==> config.mk <==
export PLATFORM = sky130hd
export DESIGN_NAME = fft_bitrev_buf
export DESIGN_NICKNAME = d
export VERILOG_FILES = /design/src/rtl/fft_bitrev_buf.sv
export SDC_FILE = /design/constraint.sdc
export NUM_CORES = 1
export LEC_CHECK = 0
export CELL_PAD_IN_SITES_DETAIL_PLACEMENT = 1
export CELL_PAD_IN_SITES_GLOBAL_PLACEMENT = 1
export CORE_MARGIN = 1.5
export CORE_UTILIZATION = 55
export CTS_BUF_LIST = sky130_fd_sc_hd__clkbuf_8
export DETAILED_ROUTE_END_ITERATION = 6
export DONT_BUFFER_PORTS = 1
export PLACE_DENSITY_LB_ADDON = 0.25
export SYNTH_ARGS = -nofsm -noshare
export SYNTH_HDL_FRONTEND = slang
export SYNTH_SLANG_ARGS = --single-unit
==> constraint.sdc <==
create_clock -name clk -period 8.4 [get_ports clk]
set_input_delay 1.68 -clock clk [delete_from_list [all_inputs] [get_ports clk]]
set_output_delay 1.68 -clock clk [all_outputs]
set_load 0.05 [all_outputs]
**Run 1: met3 routing**

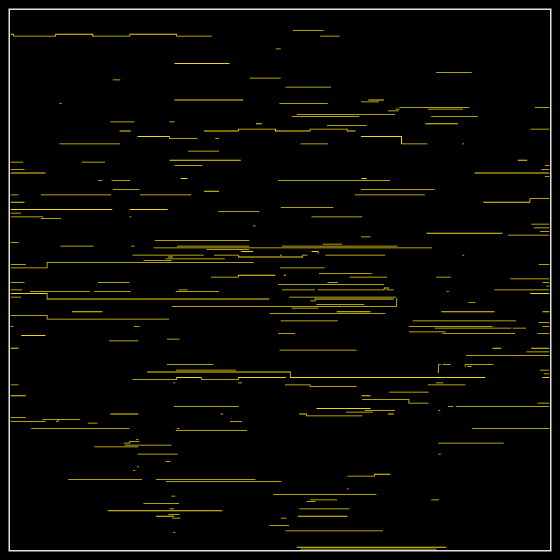
longest straight run = 104 um
main direction = horizontal
via total after detailed routing: 10571
routed wire length: 49500 um

**Run 1: routing congestion**

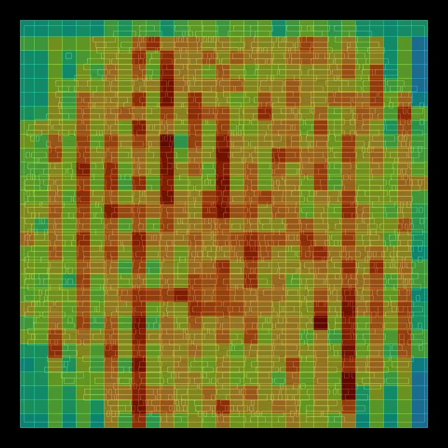
gr busiest metal: met2
Util after Layout: 61.8%

**Run 1: gate-type map**

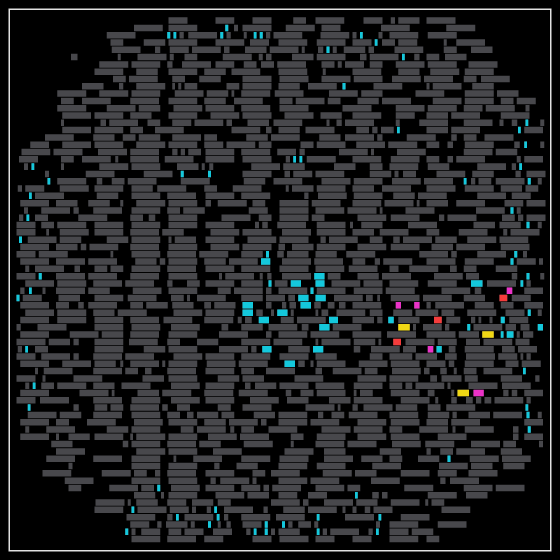
yellow -> fa/ha/maj cells  # cells 3, most used ha_1
cyan -> nor cells  # cells 88, most used nor2_1, where spread over the die
red -> xor and xnor cells  # cells 3, most used xor2_1
magenta -> and/or cells  # cells 5, most used and2_1, where right middle
leading cell type in the layout, fill and taps excluded: edfxtp_1
final instance count without filler cells: 1689

==> run notes <==
Summary of the current implementation state.

- The setup violation total in the final timing report is 0, for reference.
- The final timing report lists a max-slew violation count of 0.
- The run finished with clean final reports.
- The worst setup path is launched from a flop.
- The required time at the endpoint of the critical path is 6720 ps, for reference.
- Summed over all layers, the global routing overflow is 0.
- Subtracting the final worst setup slack from the clock period gives 4270 ps.
- For the worst setup path, the data arrival time is 2590 ps.
- The tally of yosys warning messages is 0, for reference.
- The top cell type by area accounts for 71.2% of the synthesized area.
- The largest delay contributor family on the critical path is flip-flops, for reference.
- The maximum number of pins on one net before global-route repair is 78, for reference.
- The growth of design area from synthesis to finish is 10.8%, for reference.
- Along the worst path, the maximum fanout reaches 11.
- The placed standard-cell area is 0.0222 sq mm, for reference.
- After layout, the design draws a total of 0.00547 W.
- The proportion of register bits with asynchronous set or reset after synthesis is 0%, for reference.
- The synthesized cell area is 0.0216 sq mm, for reference.
- After synthesis, the cell types taking the most area are edfxtp_1 (71%), mux4_2 (13%), dfxtp_1 (7.0%).
- Row generation in the floorplan step produced 72 rows.
- The cell count of the worst reg-to-reg path is 5, for reference.
- The met3 track utilization from global routing is 6.41%, for reference.
- The area taken by flip-flops and latches is 0.0169 sq mm, for reference.
- The die area is 0.0405 sq mm, for reference.
- After routing, the total negative slack on setup checks comes to 0 ps.
- The total of fill cells in the finished design is 3234, for reference.
- For this run, the total global-route usage over all layers was measured as 25.5%.
- The clock-pin slew of the registers on the worst-case setup and hold paths is 60 ps, for reference.
- The tally of max-capacitance violations is 0, for reference.
- The mean instance size in the synthesized netlist is 20.9 sq um, for reference.
- The XOR/XNOR share of the synthesized area is 0.122%, for reference.
- Per the synth log, the flip-flop and latch total comes to 588.
- The clock tree synthesis step divided the H-tree into 3 levels.
- The met2 routing resource usage after global routing is 42.1%, for reference.
- The global-route track usage on met1 is 33.6%, for reference.
- The main kind of combinational logic by area is multiplexers, for reference.
- For the pin with the worst max-slew slack, the measured transition is 1160 ps.
- The share of final-layout standard cells stronger than drive strength 1 is 25.6%, for reference.
- Before placement the cells fill 55.7% of the core.
- The height of the die is 201 um, for reference.
- In this run, post-CTS hold repair placed 0 buffers.
- The kind of capture point of the worst setup path is a primary output, for reference.
- The highest achievable clock rate is 234 MHz, for reference.
- The count of mapped cells out of synthesis is 1035, for reference.
- Ranking logic cells in the layout by count gives the top entries edfxtp_1 (512), mux4_2 (128), clkbuf_8 (105), dfxtp_1 (73), nor2_1 (66).
- The first global-routing pass estimated 74800 um of wire.
- The number of sinks on the clock net is 588, for reference.
- The total cells reported by yosys after synthesis is 1035, for reference.
- The setup fix buffers added after clock tree synthesis is 0, for reference.
- The routed design shows a wire length per standard cell of 29.3 um.
- The analysis attributes to cell leakage a power of 7.61 nW.
- Of all cell types, the one taking the most synthesized area is edfxtp_1.
- The area used by multi-input combinational logic is 0.00443 sq mm, for reference.
- Setup repair after global routing left no endpoint under its margin.
- The congestion estimate from routability-driven global placement came to 0.720.
- TritonRoute reported its final design rule violation total as 0.
- The clock share of power is 41.4%, for reference.
- The part of the total power dissipated in sequential elements is 58.2%, for reference.
- The core area is 0.0387 sq mm, for reference.
- The number of global-route vias before repair is 11673, for reference.
- Of the total power, the share spent switching nets is 19.8%.
- The setup skew after layout is 17.0 ps, for reference.
- The number of nets produced by synthesis is 1075, for reference.
- The root buffer cell chosen for the clock tree is clkbuf_8.
- Together, buffers and inverters on the worst path number 0.
- The slew check shows that the tightest pin keeps a relative margin of 22.4%.
- The path length in cells of the critical path is 2, for reference.
- Internal power comes to 0.00439 W.
- The fraction of synthesized area in multiplexers is 13.5%, for reference.
- The clock buffer count from CTS is 90, for reference.
- The most common cell in the netlist is edfxtp_1, for reference.
- Traced cell by cell, the critical path runs through mux2_2 > nor2b_1.
- The worst reg-to-reg setup slack is 4870 ps, for reference.
- Gates resized during post-CTS repair numbered 0.
- The horizontal die size is 201 um, for reference.
- Per the placement report, the placed cell count is 1521.
- The detail route stage leaves a number of antenna-violating nets equal to 0.
- Along the worst hold path, the cell count comes to 1.
- The cell-mix breakdown from Yosys lists the compound-gate area share as 3.66%.
- The worst VDD IR drop from the latest analysis is 0.147 mV.
- The simple logic cell fraction of the synthesized area is 2.54%, for reference.
- 0 antenna diodes ended up in the layout.
- Power spread over the standard cell area amounts to 229 mW/mm^2.
- Of the available clock period, the critical path in the final layout requires 50.9%.
- The number of hold violations in the final report is 0, for reference.
- Clock latency on the worst-skew pair, taken at its later pin, is 630 ps.
- The number of warnings reported in the stage logs is 26.
- Setup slack closes at 4130 ps.
- The boundary pin count is 104, for reference.
- The number of enable-type register cells in the synthesized netlist is 512, for reference.
- The script logs the ratio of routed vias to standard cells as 6.26.
- Yosys mapped the design onto 39 distinct sky130hd cell types.
- The post-synthesis sequential area ratio is 78.2%, for reference.
- The final net count is 1135, for reference.
- The maximum single-stage delay on the critical path is 760 ps, for reference.
- The worst min-delay path class is reg -> reg, for reference.
- The slowest library cell on the worst path is dfxtp_1, for reference.
- According to the dpl log, the detail-placed design has an HPWL of 27000 um.
- Post-synth the commonest register cell is edfxtp_1.
- With fillers left out, the area of the finished cells amounts to 0.0239 sq mm.
- In the synthesized netlist, the cells that appear most often are edfxtp_1 (512), mux4_2 (128), nor2_1 (78).
- The buffer_ports step reported a buffer count of 0.
- Per the log, the first TritonRoute iteration ended with a DRC count of 892.
- The placement-stage worst setup slack is 4300 ps, for reference.
- In this run the deepest clock path goes through 3 buffers.
- Combinational cells account for 0.4% of the total power.
- The switching power is 0.00108 W, for reference.
- The chip area in the Yosys report is 0.0216 sq mm, for reference.
- The clock tree from TritonCTS is built, for reference.
- The class of the most critical setup path is reg -> out, for reference.
- The number of antenna violations at the first check in global routing is 0, for reference.
- The minimum hold slack is 563 ps, for reference.
- Before antenna repair, the detailed router went through 5 iterations.
- The area fraction in full adders, half adders and majority gates is 0.174%, for reference.
==> run 1: final cells by class <==
class | instances | area share [%]
flip-flops and latches | 588 | 70.7
clock buffers | 105 | 6.04
clock inverters | 63 | 1.28
multi-input cells | 390 | 18.5
repair buffers | 25 | 0.784
well taps | 518 | 2.71
==> run 1: power by group through the flow <==
stage | Clock (W) | Sequential [W] | Combinational (W)
floorplan | 0 | 0.00325 | 0.0000196
global placement | 0 | 0.00324 | 0.0000214
detailed placement | 0 | 0.00325 | 0.0000230
CTS | 0.00231 | 0.00318 | 0.0000232
global route | 0.00241 | 0.00318 | 0.0000242
finish | 0.00226 | 0.00318 | 0.0000228
==> run 1: per-layer routing <==
layer	vias to the layer above	share of wire (%)
li1	4394	-
met1	5700	40
met2	397	50
met3	80	7.4
met4	0	2.3
met5	-	0
Power is estimated from default activity; no workload was simulated.
